`config.mk`:
```
export PLATFORM = sky130hd
export DESIGN_NAME = ibex_mem_arbiter
export DESIGN_NICKNAME = d
export VERILOG_FILES = /design/src/rtl/ibex_mem_arbiter.sv
export SDC_FILE = /design/constraint.sdc
export NUM_CORES = 1
export LEC_CHECK = 0
export ABC_AREA = 1
export CAP_MARGIN = 0
export CELL_PAD_IN_SITES_DETAIL_PLACEMENT = 1
export CELL_PAD_IN_SITES_GLOBAL_PLACEMENT = 1
export CORE_MARGIN = 2
export CORE_UTILIZATION = 14
export DETAILED_ROUTE_END_ITERATION = 10
export HOLD_SLACK_MARGIN = 0.15
export PLACE_DENSITY_LB_ADDON = 0.1
export SYNTH_ARGS = -nofsm -noshare
export SYNTH_HDL_FRONTEND = slang
export SYNTH_SLANG_ARGS = --single-unit
```
`constraint.sdc`:
```
create_clock -name clk_sys -period 2.3 [get_ports clk_sys]
set_clock_uncertainty 0.1 [all_clocks]
set_input_delay 0.345 -clock clk_sys [delete_from_list [all_inputs] [get_ports clk_sys]]
set_output_delay 0.345 -clock clk_sys [all_outputs]
set_load 0.01 [all_outputs]
```
`src/rtl/ibex_mem_arbiter.sv`:
```
// N-host arbiter in front of a single-port SRAM with a 1-cycle read latency.
// Define ARB_ROUND_ROBIN_EN for round-robin arbitration; the default is fixed priority (host 0 highest).
module ibex_mem_arbiter #(
  parameter int unsigned NumHosts = 2,
  parameter int unsigned MemSize  = 8192,
  parameter logic [31:0] MemStart = 32'h00000000,
  parameter int unsigned HostIdxW = (NumHosts > 1) ? $clog2(NumHosts) : 1
) (
  input  logic                     clk_sys,
  input  logic                     rst_sys,
  input  logic [NumHosts-1:0]      host_req_i,
  input  logic [NumHosts-1:0]      host_we_i,
  input  logic [4*NumHosts-1:0]    host_be_i,
  input  logic [32*NumHosts-1:0]   host_addr_i,
  input  logic [32*NumHosts-1:0]   host_wdata_i,
  output logic [NumHosts-1:0]      host_gnt_o,
  output logic [NumHosts-1:0]      host_rvalid_o,
  output logic [NumHosts-1:0]      host_err_o,
  output logic [32*NumHosts-1:0]   host_rdata_o,
  output logic                     mem_req_o,
  output logic                     mem_we_o,
  output logic [3:0]               mem_be_o,
  output logic [31:0]              mem_addr_o,
  output logic [31:0]              mem_wdata_o,
  input  logic                     mem_rvalid_i,
  input  logic [31:0]              mem_rdata_i
);

  localparam logic [31:0] OffMask = 32'(MemSize - 1);

  logic                sel_valid;
  logic [HostIdxW-1:0] sel_idx;
  logic                sel_we;
  logic [3:0]          sel_be;
  logic [31:0]         sel_addr;
  logic [31:0]         sel_wdata;
  logic                in_window;
  logic                mem_access;

  logic                rsp_valid;
  logic                rsp_err;
  logic [HostIdxW-1:0] rsp_host;

`ifdef ARB_ROUND_ROBIN_EN
  logic [HostIdxW-1:0] rr_ptr;
  logic                hi_valid;
  logic [HostIdxW-1:0] hi_idx;
  logic                lo_valid;
  logic [HostIdxW-1:0] lo_idx;

  // Lowest requester at/after the pointer wins, otherwise wrap to the lowest requester overall.
  always_comb begin
    hi_valid = 1'b0;
    hi_idx   = '0;
    lo_valid = 1'b0;
    lo_idx   = '0;
    for (int i = int'(NumHosts) - 1; i >= 0; i--) begin
      if (host_req_i[i]) begin
        if (HostIdxW'(i) >= rr_ptr) begin
          hi_valid = 1'b1;
          hi_idx   = HostIdxW'(i);
        end
        lo_valid = 1'b1;
        lo_idx   = HostIdxW'(i);
      end
    end
    sel_valid = hi_valid | lo_valid;
    sel_idx   = hi_valid ? hi_idx : lo_idx;
  end

  always_ff @(posedge clk_sys or posedge rst_sys) begin
    if (rst_sys) begin
      rr_ptr <= '0;
    end else if (sel_valid) begin
      rr_ptr <= (sel_idx == HostIdxW'(NumHosts - 1)) ? '0 : sel_idx + HostIdxW'(1);
    end
  end
`else
  // Fixed priority: the lowest requesting index wins.
  always_comb begin
    sel_valid = 1'b0;
    sel_idx   = '0;
    for (int i = int'(NumHosts) - 1; i >= 0; i--) begin
      if (host_req_i[i]) begin
        sel_valid = 1'b1;
        sel_idx   = HostIdxW'(i);
      end
    end
  end
`endif

  // Grant decode and request mux; nothing is granted while reset is held.
  always_comb begin
    host_gnt_o = '0;
    sel_we     = 1'b0;
    sel_be     = '0;
    sel_addr   = '0;
    sel_wdata  = '0;
    for (int i = 0; i < int'(NumHosts); i++) begin
      if (sel_valid && (sel_idx == HostIdxW'(i))) begin
        host_gnt_o[i] = !rst_sys;
        sel_we        = host_we_i[i];
        sel_be        = host_be_i[4*i +: 4];
        sel_addr      = host_addr_i[32*i +: 32];
        sel_wdata     = host_wdata_i[32*i +: 32];
      end
    end
  end

  assign in_window  = ((sel_addr & ~OffMask) == MemStart);
  assign mem_access = sel_valid & in_window & !rst_sys;

  // Out-of-window accesses never reach the RAM, so they cannot cause a side effect.
  assign mem_req_o   = mem_access;
  assign mem_we_o    = mem_access & sel_we;
  assign mem_be_o    = mem_access ? sel_be : 4'b0000;
  assign mem_addr_o  = mem_access ? (sel_addr & OffMask) : 32'h0;
  assign mem_wdata_o = mem_access ? sel_wdata : 32'h0;

  always_ff @(posedge clk_sys or posedge rst_sys) begin
    if (rst_sys) begin
      rsp_valid <= 1'b0;
      rsp_host  <= '0;
      rsp_err   <= 1'b0;
    end else begin
      rsp_valid <= sel_valid;
      rsp_host  <= sel_idx;
      rsp_err   <= !in_window;
    end
  end

  always_comb begin
    host_rvalid_o = '0;
    host_err_o    = '0;
    for (int i = 0; i < int'(NumHosts); i++) begin
      if (rsp_host == HostIdxW'(i)) begin
        host_rvalid_o[i] = rsp_valid;
        host_err_o[i]    = rsp_valid & rsp_err;
      end
    end
  end

  assign host_rdata_o = {NumHosts{mem_rdata_i}};

`ifndef SYNTHESIS
  gnt_onehot_a : assert property (@(posedge clk_sys) disable iff (rst_sys)
    $onehot0(host_gnt_o));
  rsp_mem_valid_a : assert property (@(posedge clk_sys) disable iff (rst_sys)
    (rsp_valid && !rsp_err) |-> mem_rvalid_i);
`endif

endmodule

```
run_1/clock_wires.png
(3 px per um)
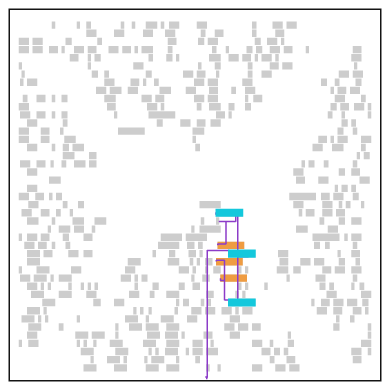
[purple] clock wires | length: 142 um
[cyan] clock-net drivers | count: 3
[orange] flip-flops | count: 3
routed clock nets: 4
clock share of power: 0.358
reported clock group power: 280 uW

run_1/route_heat.png
(3 px per um) The die is cut into 25 by 25 equal tiles; dark purple is low, yellow is high, scaled to the fullest tile. Values are wire area over tile area, all layers added.
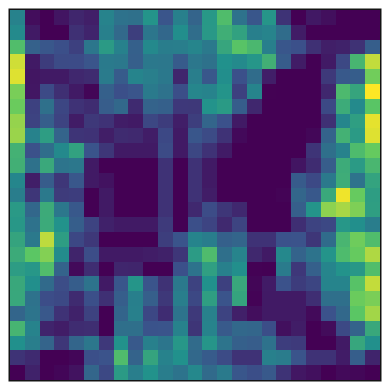
emptiest ninth of the die: centre
fullest tile: 0.37
tiles over half the peak: 17%
average wire per standard cell: 14.7 um
GRT Overall Usage: 0.101
via count: 2,357
Routed WL: 9.28 mm

==> notes.md, run 1 <==
fresh numbers from the pnr run: yosys warns 0, class of the worst hold path primary input to async pin, status completed, antenna-violating nets left 0, RSZ-0062 raised after global routing false, Die ar. 15,200 sq um, Yosys cell types 18, MaxCap Viol Count 0, placer congestion estimate 0.683, ys flops 3, Pwr Density 205 nW/um^2, total area of sequential cells 75.1 sq um, most numerous logic cells after layout 112 x clkdlybuf4s50_1, 57 x inv_1, 50 x a22o_1, 42 x buf_2, 40 x nor2_2, CTS root buffer clkbuf_16, Logic pwr share 0.569, final hold vios 0, final worst slack 0.116 ns, Pwr Total 783 uW, Antenna Cells 0, vias in the first global route 2,323, Die Height 123 um, Tool Warnings 28, DR vias/cell 3.74, starting DRC count in detailed routing 39, fin crit period 2.18 ns, synthesized area 1990 sq um, layout cells sized above 1 0.289
run_1/congestion_map.png
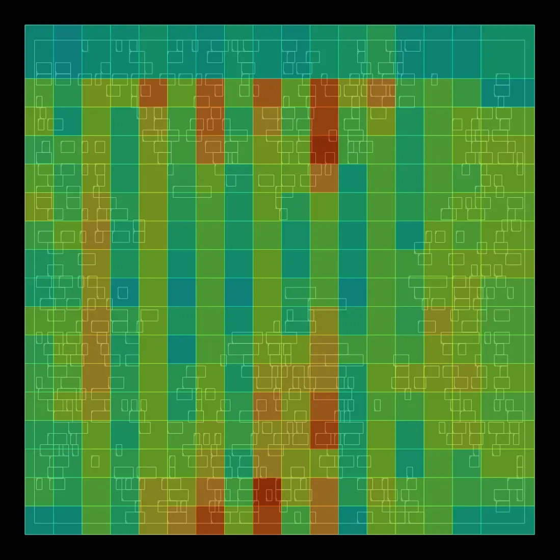
post-layout util: 0.276
met3 Use GR: 0.0304
met2 Usage GRT: 0.200

## run 1: cell usage after synthesis (all sizes together)
cell type  count
a22o          50
nand3          1
a21oi          1
buf           94
clkbuf         5
dfrtp          3
nand2         15
and2           1
inv           59
conb           1
nor2          78
nor3           1
nand3b         1
## run 1: stage by stage
stage | area, sq um | setup TNS [ns]
4_1_cts | 3580 | -0.0681
6_report | 3830 | 0
2_1_floorplan | 2060 | 0
3_5_place_dp | 3660 | -16.50
3_3_place_gp | 3660 | -15.74
5_1_grt | 3830 | 0
## run 1: logic make-up after synthesis
| kind of cell | after synthesis | synth area share |
|---|---|---|
| buffers and inverters | 158 | 0.484 |
| DFF | 3 | 0.0376 |
| AOI/OAI and AO/OA | 51 | 0.222 |
| other | 1 | 0.00188 |
| and+or+nand+nor | 97 | 0.255 |
## run 1: power groups by stage
stage	Clock (mW)	Sequential [mW]	Combinational [mW]
CTS	0.284	0.0573	0.455
global placement	0	0.0578	0.447
floorplan	0	0.0574	0.298
global route	0.292	0.0573	0.488
finish	0.280	0.0572	0.446
detailed placement	0	0.0578	0.453
## run 1: final timing paths
| check | from | endpoint | cells after the start |
|---|---|---|---|
| min in group clk_sys | host_req_i[0] | rsp_err$_DFF_PP0_ | 4 |
| worst max-delay path | host_addr_i[28] | mem_addr_o[2] | 9 |
| max in group asynchronous | rst_sys | rsp_err$_DFF_PP0_ | 3 |
| worst min-delay path | rst_sys | rsp_host$_DFF_PP0_ | 3 |
## run 1: worst max-delay path, stage by stage
cell             delay (ns)
clkdlybuf4s50_1        0.40
nor2_1                 0.09
and2_0                 0.13
nand3_1                0.08
nand2_2                0.14
nand2_8                0.12
clkbuf_16              0.21
nor2_4                 0.12
buf_6                  0.10
## run 1: routing by layer
layer,part of all wire,track usage
met5,0,0
met4,0.033,0.0490
met3,0.11,0.0304
met2,0.53,0.200
met1,0.33,0.0908
## run 1: flip-flops by register name, indices dropped and copies added (netlist names)
signal,cells
rsp_err,1
rsp_host,1
rsp_valid,1
## run 1: area by class of cell
| cell class | count | share of cell area |
|---|---|---|
| sequential | 3 | 0.0196 |
| timing repair buffer | 217 | 0.557 |
| multi-input combinational | 167 | 0.286 |
| tap | 180 | 0.0589 |
| clock buffer | 4 | 0.0206 |
| inverter | 59 | 0.0579 |
## run 1: timing repair
action                     CTS  global route
setup endpoints to repair   51            51
hold endpoints to repair     0             0
resized                    188            74
gates cloned                 0             6
buffers inserted             0             1
pin swaps                    1            36
## Run 2: what changed since run 1
--- a/config.mk
+++ b/config.mk
@@ -6,6 +6,7 @@
 export NUM_CORES = 1
 export LEC_CHECK = 0
 export ABC_AREA = 1
+export ABC_CLOCK_PERIOD_IN_PS = 2300
 export CAP_MARGIN = 0
 export CELL_PAD_IN_SITES_DETAIL_PLACEMENT = 1
 export CELL_PAD_IN_SITES_GLOBAL_PLACEMENT = 1
==> notes.md, run 2 <==
fresh numbers from the pnr run: status completed (unchanged), synth cell count leaders 89 x buf_4, 57 x inv_1, 50 x a22o_1, 50 x nor2_2, 28 x nor2_1 (unchanged), most numerous logic cells after layout 112 x clkdlybuf4s50_1, 57 x inv_1, 50 x a22o_1, 42 x buf_2, 40 x nor2_2 (unchanged), crit-path max cell delay 0.40 ns (about the same), antenna-violating nets left 0 (unchanged), CTS root buffer clkbuf_16 (unchanged), yosys warns 0 (unchanged), GRT Overall Usage 0.101 (unchanged), Tool Warnings 28 (unchanged), Die Height 123 um (unchanged), Pwr Density 205 nW/um^2 (unchanged), crit path cell chain clkdlybuf4s50_1 > nor2_1 > and2_0 > nand3_1 > nand2_2 > nand2_8 > clkbuf_16 > nor2_4 > buf_6 (unchanged), biggest regs rsp_err (1), rsp_host (1), rsp_valid (1) (unchanged), number of cells on the critical path 9 (unchanged), DR vias/cell 3.74 (unchanged), Antenna Cells 0 (unchanged), vias in the first global route 2,323 (unchanged), Top Family by Delay on Critical Path buffers and inverters (unchanged), MaxCap Viol Count 0 (unchanged), Critical Path Source host_addr_i[28] (unchanged), placed instance area 3660 sq um (unchanged), Die ar. 15,200 sq um (unchanged), Yosys cell types 18 (unchanged), via count 2,357 (unchanged), average wire per standard cell 14.7 um (unchanged), layout cells sized above 1 0.289 (unchanged), Pwr Total 783 uW (unchanged), final hold vios 0 (unchanged), Dominant flop cell dfrtp_1 (unchanged), crit path buf inv count 3 (unchanged), RSZ-0062 raised after global routing false (unchanged), Worst Setup EP mem_addr_o[2] (unchanged)
## run 2: metal layers
metal / GRT usage / part of all wire / vias to the layer above
li1: - / - / 1139
met1: 0.0908 / 0.33 / 1059
met2: 0.200 / 0.53 / 124
met3: 0.0304 / 0.11 / 35
met4: 0.0490 / 0.033 / 0
met5: 0 / 0 / -
## run 2: tightest hold or removal path: stages
cell and delay (ns):
clkdlybuf4s50_1 0.43, inv_1 0.08, buf_4 0.12
## run 2: what timing repair did
item                       4_1_cts  5_1_grt
setup endpoints to repair       51       51
buffers inserted                 0        1
pin swaps                        1       36
gates resized                  188       74
gates cloned                     0        6
hold endpoints to repair         0        0
## run 2: power by group
part           switching, mW  leakage (nW)  internal, mW
combinational          0.156          1.97         0.289
clock                 0.0510        0.0382         0.229
sequential           0.00138        0.0334        0.0559
## run 2: cell type report
type,count,area [sq um]
Clock buffer,4,78.8
Inverter,59,221
Tap cell,180,225
Fill cell,1691,10100
Multi-Input combinational cell,167,1100
Sequential cell,3,75.1
Timing Repair Buffer,217,2130
## run 2: cell families (layout without fill, tap and decap cells)
kind of cell / after synthesis / count (layout) / share of synthesized area
compound gates: 51 / 51 / 0.222
other cells: 1 / 19 / 0.00188
buf+inv: 158 / 280 / 0.484
flops: 3 / 3 / 0.0376
simple gates: 97 / 97 / 0.255
## run 2: worst min path at each step
stage                                     end  cells past startpoint
after global routing       rsp_host$_DFF_PP0_                      3
after floorplan             rsp_err$_DFF_PP0_                      1
after detailed placement  rsp_valid$_DFF_PP0_                      3
after CTS                  rsp_host$_DFF_PP0_                      3
after global placement      rsp_err$_DFF_PP0_                      3
final                      rsp_host$_DFF_PP0_                      3
## run 2: through the flow
stage | cells | util | TNS, ns | hold WS, ns
3_3_place_gp | 619 | 0.264 | -15.74 | 0.576
5_1_grt | 630 | 0.276 | 0 | 0.355
4_1_cts | 623 | 0.258 | -0.0681 | 0.344
3_5_place_dp | 619 | 0.264 | -16.50 | 0.580
2_1_floorplan | 328 | - | 0 | 0.00696
6_report | 630 | 0.276 | 0 | 0.336
run_2/route_heat.png
(3 px per um) The die is cut into 25 by 25 equal tiles; dark purple is low, yellow is high, scaled to the fullest tile. Values are wire area over tile area, all layers added.
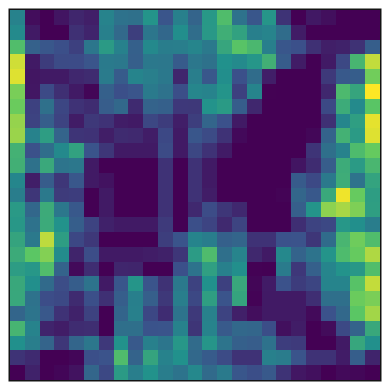
tiles over half the peak: 17%
nearly empty tiles: 17%
fullest tile: 0.37
emptiest ninth of the die: centre
mean over tiles: 0.10

run_2/m3.png
(2 px per um) Cells faint in the background.
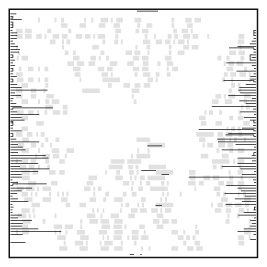
nets with wire on the layer: 132
wire length on this layer: 1,020 um

Power and IR drop assume default switching activity.
